<file path="src/rtl/regfile_2r1w_if.sv">
// Decode/writeback bundle for the 2R1W register file: one byte-masked write port,
// two registered read ports, and the clear-engine status strobes.
interface regfile_2r1w_if #(
    parameter int unsigned ADDR_WIDTH = 4,
    parameter int unsigned DATA_WIDTH = 16
);
    logic                    we;
    logic [ADDR_WIDTH-1:0]   wadr;
    logic [DATA_WIDTH/8-1:0] wbe;
    logic [DATA_WIDTH-1:0]   din;
    logic [ADDR_WIDTH-1:0]   radr1;
    logic [ADDR_WIDTH-1:0]   radr2;
    logic [DATA_WIDTH-1:0]   dout1;
    logic [DATA_WIDTH-1:0]   dout2;
    logic                    busy;
    logic                    wr_pulse;

    modport master (
        output we, wadr, wbe, din, radr1, radr2,
        input  dout1, dout2, busy, wr_pulse
    );

    modport slave (
        input  we, wadr, wbe, din, radr1, radr2,
        output dout1, dout2, busy, wr_pulse
    );
endinterface

</file>
<file path="src/rtl/regfile_2r1w.sv">
// Two-read / one-write register file with byte-masked writes, optional write-to-read
// bypass and hardwired-zero R0; storage is zeroed by a clear engine after reset.
module regfile_2r1w #(
    parameter int unsigned ADDR_WIDTH = 4,
    parameter int unsigned DATA_WIDTH = 16,
    parameter bit          BYPASS     = 1'b1,
    parameter bit          ZERO_R0    = 1'b0
) (
    input  logic          clk,
    input  logic          reset,
    regfile_2r1w_if.slave bus
);
    localparam int unsigned DEPTH = 2 ** ADDR_WIDTH;
    localparam int unsigned LANES = DATA_WIDTH / 8;

    if ((DATA_WIDTH % 8) != 0 || DATA_WIDTH == 0) begin : g_bad_width
        $error("regfile_2r1w: DATA_WIDTH must be a non-zero multiple of 8");
    end

    typedef enum logic [0:0] {StClear, StReady} state_e;

    state_e                r_state;
    logic [ADDR_WIDTH-1:0] r_clr_ptr;
    logic [DATA_WIDTH-1:0] r_mem [DEPTH];
    logic [DATA_WIDTH-1:0] r_dout1;
    logic [DATA_WIDTH-1:0] r_dout2;
    logic                  r_busy;
    logic                  r_wr_pulse;

    logic                  w_wr_ok;
    logic                  w_mem_we;
    logic [ADDR_WIDTH-1:0] w_mem_adr;
    logic [LANES-1:0]      w_mem_be;
    logic [DATA_WIDTH-1:0] w_mem_din;
    logic [DATA_WIDTH-1:0] w_rd1;
    logic [DATA_WIDTH-1:0] w_rd2;

    // Read value for one port: old contents, optionally merged with a same-cycle write.
    function automatic logic [DATA_WIDTH-1:0] read_port(
        input logic [ADDR_WIDTH-1:0] adr,
        input logic [DATA_WIDTH-1:0] old_word,
        input logic                  wr_ok,
        input logic [ADDR_WIDTH-1:0] wadr,
        input logic [LANES-1:0]      wbe,
        input logic [DATA_WIDTH-1:0] din
    );
        logic [DATA_WIDTH-1:0] v;
        v = old_word;
        if (BYPASS && wr_ok && (adr == wadr)) begin
            for (int unsigned i = 0; i < LANES; i++) begin
                if (wbe[i]) v[8*i +: 8] = din[8*i +: 8];
            end
        end
        if (ZERO_R0 && (adr == '0)) v = '0;
        return v;
    endfunction

    always_comb begin
        w_wr_ok = (r_state == StReady) && bus.we && (bus.wbe != '0)
                  && !(ZERO_R0 && (bus.wadr == '0));
        if (r_state == StClear) begin
            w_mem_we  = 1'b1;
            w_mem_adr = r_clr_ptr;
            w_mem_be  = '1;
            w_mem_din = '0;
        end else begin
            w_mem_we  = w_wr_ok;
            w_mem_adr = bus.wadr;
            w_mem_be  = bus.wbe;
            w_mem_din = bus.din;
        end
        w_rd1 = read_port(bus.radr1, r_mem[bus.radr1], w_wr_ok, bus.wadr, bus.wbe, bus.din);
        w_rd2 = read_port(bus.radr2, r_mem[bus.radr2], w_wr_ok, bus.wadr, bus.wbe, bus.din);
    end

    // No reset on storage so it can map onto RAM; the clear engine zeroes it instead.
    always_ff @(posedge clk) begin
        if (w_mem_we) begin
            for (int unsigned i = 0; i < LANES; i++) begin
                if (w_mem_be[i]) r_mem[w_mem_adr][8*i +: 8] <= w_mem_din[8*i +: 8];
            end
        end
    end

    always_ff @(posedge clk or negedge reset) begin
        if (!reset) begin
            r_state    <= StClear;
            r_clr_ptr  <= '0;
            r_dout1    <= '0;
            r_dout2    <= '0;
            r_busy     <= 1'b1;
            r_wr_pulse <= 1'b0;
        end else begin
            unique case (r_state)
                StClear: begin
                    r_clr_ptr  <= r_clr_ptr + 1'b1;
                    r_dout1    <= '0;
                    r_dout2    <= '0;
                    r_wr_pulse <= 1'b0;
                    if (r_clr_ptr == '1) begin
                        r_state <= StReady;
                        r_busy  <= 1'b0;
                    end
                end
                StReady: begin
                    r_dout1    <= w_rd1;
                    r_dout2    <= w_rd2;
                    r_wr_pulse <= w_wr_ok;
                end
                default: begin
                    r_state   <= StClear;
                    r_clr_ptr <= '0;
                    r_busy    <= 1'b1;
                end
            endcase
        end
    end

    assign bus.dout1    = r_dout1;
    assign bus.dout2    = r_dout2;
    assign bus.busy     = r_busy;
    assign bus.wr_pulse = r_wr_pulse;
endmodule

</file>
<file path="src/flat_wrapper.sv">
// flat-port wrapper written by rule: the top's interface ports become plain ports
module regfile_2r1w_flat 
#(
    parameter int unsigned ADDR_WIDTH = 4,
    parameter int unsigned DATA_WIDTH = 16,
    parameter bit          BYPASS     = 1'b1,
    parameter bit          ZERO_R0    = 1'b0
)
  (clk, reset, bus_we, bus_wadr, bus_wbe, bus_din, bus_radr1, bus_radr2, bus_dout1, bus_dout2, bus_busy, bus_wr_pulse);
  regfile_2r1w_if #(.ADDR_WIDTH(ADDR_WIDTH), .DATA_WIDTH(DATA_WIDTH)) bus_i ();
  input  logic clk;
  input  logic reset;
  input wire logic [$bits(bus_i.we)-1:0] bus_we;
  input wire logic [$bits(bus_i.wadr)-1:0] bus_wadr;
  input wire logic [$bits(bus_i.wbe)-1:0] bus_wbe;
  input wire logic [$bits(bus_i.din)-1:0] bus_din;
  input wire logic [$bits(bus_i.radr1)-1:0] bus_radr1;
  input wire logic [$bits(bus_i.radr2)-1:0] bus_radr2;
  output wire logic [$bits(bus_i.dout1)-1:0] bus_dout1;
  output wire logic [$bits(bus_i.dout2)-1:0] bus_dout2;
  output wire logic [$bits(bus_i.busy)-1:0] bus_busy;
  output wire logic [$bits(bus_i.wr_pulse)-1:0] bus_wr_pulse;
  assign bus_i.we = bus_we;
  assign bus_i.wadr = bus_wadr;
  assign bus_i.wbe = bus_wbe;
  assign bus_i.din = bus_din;
  assign bus_i.radr1 = bus_radr1;
  assign bus_i.radr2 = bus_radr2;
  assign bus_dout1 = bus_i.dout1;
  assign bus_dout2 = bus_i.dout2;
  assign bus_busy = bus_i.busy;
  assign bus_wr_pulse = bus_i.wr_pulse;
  regfile_2r1w #(.ADDR_WIDTH(ADDR_WIDTH), .DATA_WIDTH(DATA_WIDTH), .BYPASS(BYPASS), .ZERO_R0(ZERO_R0)) u_core (.clk(clk), .reset(reset), .bus(bus_i));
endmodule
</file>
<file path="config.mk">
export PLATFORM = sky130hd
export DESIGN_NAME = regfile_2r1w_flat
export DESIGN_NICKNAME = d
export VERILOG_FILES = /design/src/rtl/regfile_2r1w_if.sv /design/src/rtl/regfile_2r1w.sv /design/src/flat_wrapper.sv
export SDC_FILE = /design/constraint.sdc
export NUM_CORES = 1
export LEC_CHECK = 0
export CELL_PAD_IN_SITES_DETAIL_PLACEMENT = 1
export CELL_PAD_IN_SITES_GLOBAL_PLACEMENT = 1
export CORE_MARGIN = 2
export CORE_UTILIZATION = 52
export CTS_CLUSTER_SIZE = 14
export DETAILED_ROUTE_END_ITERATION = 8
export GPL_TIMING_DRIVEN = 0
export PLACE_DENSITY_LB_ADDON = 0.1
export SYNTH_ARGS = -nofsm -noshare
export SYNTH_HDL_FRONTEND = slang
export SYNTH_SLANG_ARGS = --single-unit
</file>
<file path="constraint.sdc">
create_clock -name clk -period 2.35 [get_ports clk]
set_input_delay 0.47 -clock clk [delete_from_list [all_inputs] [get_ports clk]]
set_output_delay 0.47 -clock clk [all_outputs]
set_load 0.1 [all_outputs]
</file>
### Gate-type map

Drawn at 2 px/um.
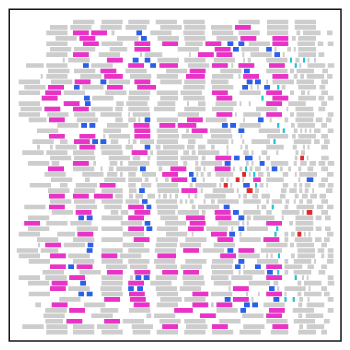
Red marks AND and OR gates, cells 7, where middle right. Magenta marks multiplexers, cells 129, where all over the die. Blue marks AND-OR and OR-AND gates, cells 73. Cyan marks inverters, cells 19.

### Wiring heat map

Drawn at 1.5 px/um. The die is cut into 33 by 33 equal tiles; dark purple is low, yellow is high, scaled to the fullest tile. Values are wire area over tile area, all layers added.
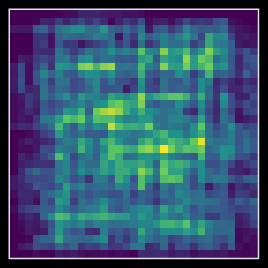
The mean over all tiles is 0.24. 5.5% of the tiles are nearly empty. 17% of the tiles are over half the peak. The emptiest ninth of the die: upper left.

### Placed standard cells

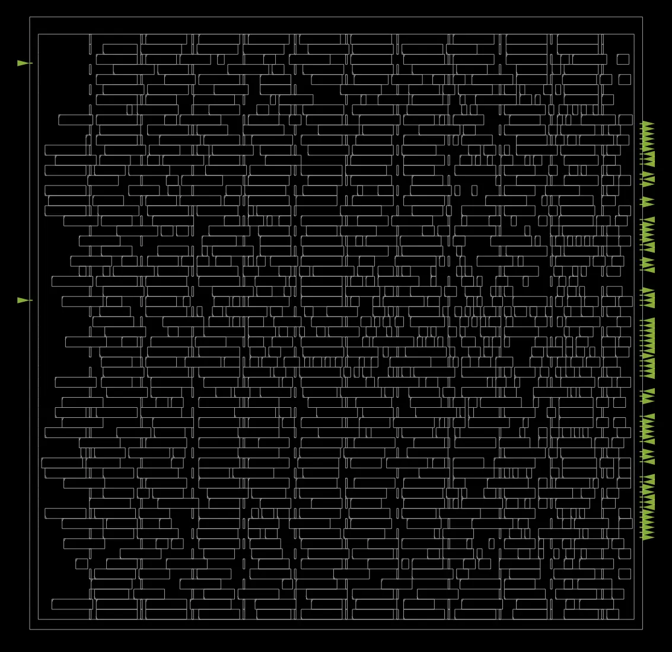
Tap Count: 330
FP Rows: 58
flop share of the area: 54.90%

### Zoomed window

Window x 68 to 98, y 68 to 98 um. Cells in gray, sequential cells in the stronger gray; small squares are vias.
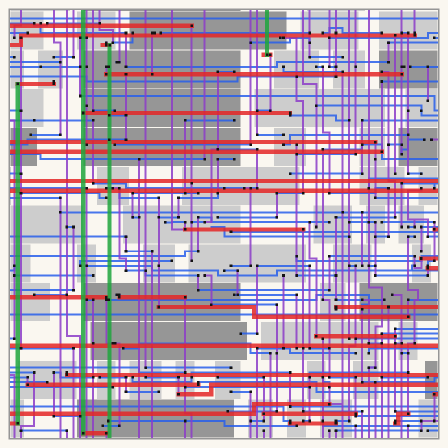
Blue marks met1. Purple marks met2. Green marks met4. Red marks met3.
Netlist names of flops here include u_core.r_mem (8). Most frequent: edfxtp_1 (8), buf_2 (7). Sequential cells in the window: 8. 50 logic cells have their middle in the window.

### Routed metal, one color a layer

Drawn at 2 px/um. Only two layers are drawn.
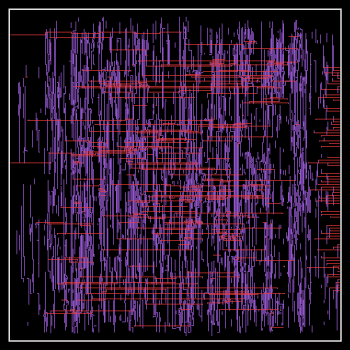
Purple marks met2, wire length 17900 um. Red marks met3, wire length 4470 um.

==> GITHUB_STEP_SUMMARY <==
## Synthesis and layout report

| Metric | Value |
|---|---|
| Crit path DAT | around 3.0 ns |
| Crit path time final | 2.703 ns |
| Commonest cells in the netlist | 256 x edfxtp_1, 119 x mux4_2, 71 x nor2_1 |
| Core Region | between 20000 and 30000 um2 |
| Initial antenna violation count | 0 |
| Cell Pwr Density | around 780 nW/um2 |
| Crit path DRT | 2.66 ns |
| Starting DRC count in detailed routing | between 1000 and 1500 |
| Dpl cell area | 14560 um2 |
| Post-Route Setup TNS | -23.40 ns |
| Pleak | roughly 5.4 nW |
| First-pass GRT wire length | approximately 56000 um |
| Vias per cell | 6.782 |
| Async set-reset flop share out of synthesis | 13.22% |
| Setup Crit Path Kind | reg2reg |
| Status | complete, but fails checks |
| Routed len/inst | 32.35 um |
| Nets | a little under 900 |
| GRT overflow | 0 |
| Most frequent CP cell | buf_2 |
| Critical Path End Type | flip-flop |
| Most common cell in the synthesized netlist | edfxtp_1 |
| CP cell instances | buf_2 -> buf_2 -> a31oi_1 -> nand2b_2 -> nor2_4 -> buf_12 |
| I/O pins | ~67 |
| Min Hold Slack | slightly above 0.009 ns |
| YS chip area | roughly 13000 um2 |
| CTS Buffer Depth | 3 |
| Drt drc | 0 |
| Die H | 165.1 um |
| Failing checks | setup timing |
| Yosys cell types | between 40 and 50 |
| Logic cell area | roughly 4600 um2 |
| Total CTS buffers | 30 |
| Vias in the first global route | 8531 |
| Tool warnings | 28 |
| IO buf count | around 65 |
| Detail Route Antenna Nets | 0 |
| Max-slew violation count | 0 |
| RSZ-0062 raised after global routing | true |
| Ratio of cells with drive above 1 in the final layout | 27.51% |
| Max Freq | ~370 MHz |
| Post-route clock skew | ~0.013 ns |
| HP Class | in2async |
| Slew Limit Headroom | between 10% and 20% |
| Pin slew with the least headroom to its limit | roughly 1.2 ns |
| CP max stage cell | a31oi_1 |
| Final WS setup | -0.3534 ns |
| Detailed placement HPWL | 27000 um |
| # Cells Yosys | 740 |
| MaxCap Viol Count | 0 |
| Post-Syn Instances | between 700 and 800 |
| Clk slew on worst S/H paths | around 0.06 ns |
| Diode count | 0 |
| Tcrit/Tclk final | 115.0% |
| Flip-flops with a built-in enable | between 200 and 300 |
| H-tree levels | 1 |
| Seq. cell area | approximately 8700 um2 |
| Late-Pin Clk Latency | 0.56 ns |
| Syn nets | between 700 and 800 |
| Fillcell total | 2190 |
| Final GP Congestion | approximately 0.88 |
| Final hold violations | 0 |
| Cell type with the largest total area | edfxtp_1 |
| Yosys warning tally | 0 |
| FP Core Util | a little over half |
| Avg Cell Area, Syn | roughly 18 um2 |
| Crit path largest cell delay | 0.89 ns |
| Mapped Area | 13500 um2 |
| Startpoint Class | flip-flop |
| DRT Pass-1 Iters | 5 |
| DR vias | around 8100 |
| Final instance area | about 16000 um2 |
| Area delta synth->final | 16.91% |
| Dominant cell area share | between 50% and 60% |
| DRT Wirelength | 38660 um |
| Die ar. | roughly 27000 um2 |
| Largest net degree at the start of global routing | approximately 40 |
| Clk root buf | clkbuf_16 |
| Setup-failing EPs final | about 140 |
| Ys flop type | edfxtp_1 |
| Global Route Usage Sum | roughly 29% |
| Crit-path max FO | 10 |
| CTS tree | built |
| Die width | between 150 and 200 um |
| FF+latch count, synth | around 300 |
| Worst VDD drop | 0.0006253 V |
| Clock sinks | 295 |
| Total Power | approximately 12 mW |
| Register share after synthesis | 64.19% |
| Post-Place Worst Slack | -0.6049 ns |
| Top cells by area | edfxtp_1 57%, mux4_2 20%, dfrtp_1 7.0%, a22o_1 4.2%, nor2_1 2.0% |
## repair_timing
action                     4_1_cts  5_1_grt
setup endpoints to repair      265      215
resized                         54       33
hold buffers                     0        0
buffers inserted                 0        4
pin swaps                        0        5
## cell families (layout without fill, tap and decap cells)
family          after synthesis  after routing  synth area share (%)
mux                         129            129                 21.69
compound gates              115            115                 6.646
flops                       295            295                 64.19
buf+inv                      71            196                 2.892
simple gates                118            118                 3.782
xor+xnor                     11             11                0.7137
fa+ha+maj                     1              1               0.09267
## critical path, delay by kind of cell (launching register included)
family                 cells  cell delay (ns)
AOI/OAI and AO/OA          1             0.89
DFF                        1             0.43
buffers and inverters      3             0.60
and+or+nand+nor            2             0.53
## final timing paths
kind | to | slack (ns) | depth (start not counted) | start
setup / recovery | u_core.r_mem[1][1] | -0.35 | 6 | u_core.r_state
hold / removal | u_core.bus.dout1[8] | 0.009 | 1 | reset
setup reg to reg | u_core.r_mem[1][1] | -0.35 | 6 | u_core.r_state
hold reg to reg | u_core.bus.busy | 0.49 | 1 | u_core.bus.busy
max in group asynchronous | u_core.bus.dout1[0] | 1.80 | 1 | reset
min in group clk | u_core.bus.busy | 0.49 | 1 | u_core.bus.busy
## flip-flops by register name, summed over array words and instances, names as in the netlist
register	count
u_core.r_mem	256
u_core.bus.dout1	16
u_core.bus.dout2	16
u_core.r_clr_ptr	4
u_core.bus.busy	1
u_core.bus.wr_pulse	1
u_core.r_state	1
## report_power, final
group | switching [mW] | internal [mW]
clock network | 2.01 | 2.95
logic | 1.09 | 0.449
registers | 0.0169 | 5.77
total | 3.11 | 9.18
## area by class of cell
class                           instances  share of cell area [%]
Clock buffer                           37                   5.058
Inverter                               19                  0.4519
Multi-Input combinational cell        374                   29.16
Sequential cell                       295                   54.90
Clock inverter                         19                   1.411
Tap cell                              330                   2.616
Buffer                                 52                   2.053
Timing Repair Buffer                   69                   4.345
## stage by stage
step	util, %	instances
floorplan	-	740
global placement	57.50	1135
detailed placement	57.48	1135
CTS	61.55	1191
global route	62.31	1195
finish	62.31	1195
## cell usage in the layout, fill, tap and decap left out, types with 3 or more instances in the layout
cell / count
a21o_1: 3
a22o_1: 64
buf_1: 5
buf_12: 4
buf_2: 19
buf_6: 8
buf_8: 3
bufinv_16: 5
clkbuf_1: 20
clkbuf_16: 31
clkdlybuf4s50_1: 30
clkinv_1: 5
clkinv_2: 6
dfrtp_1: 38
dlygate4sd2_1: 33
edfxtp_1: 256
inv_1: 19
mux4_1: 9
mux4_2: 119
nand2_1: 22
nand2b_1: 5
nor2_1: 43
nor2_2: 12
nor2_4: 16
nor2b_1: 4
o21ai_0: 3
o22ai_1: 32
xnor2_1: 11
## routing by layer
layer / up-vias / part of all wire (%) / global-route usage [%]
met5: - / 0 / 0
met4: 0 / 2.5 / 8.182
met3: 65 / 12 / 8.292
met2: 511 / 46 / 44.62
met1: 4239 / 40 / 41.52
li1: 3290 / - / -
Power figures rest on the tool's default switching activity, not on a simulated workload.
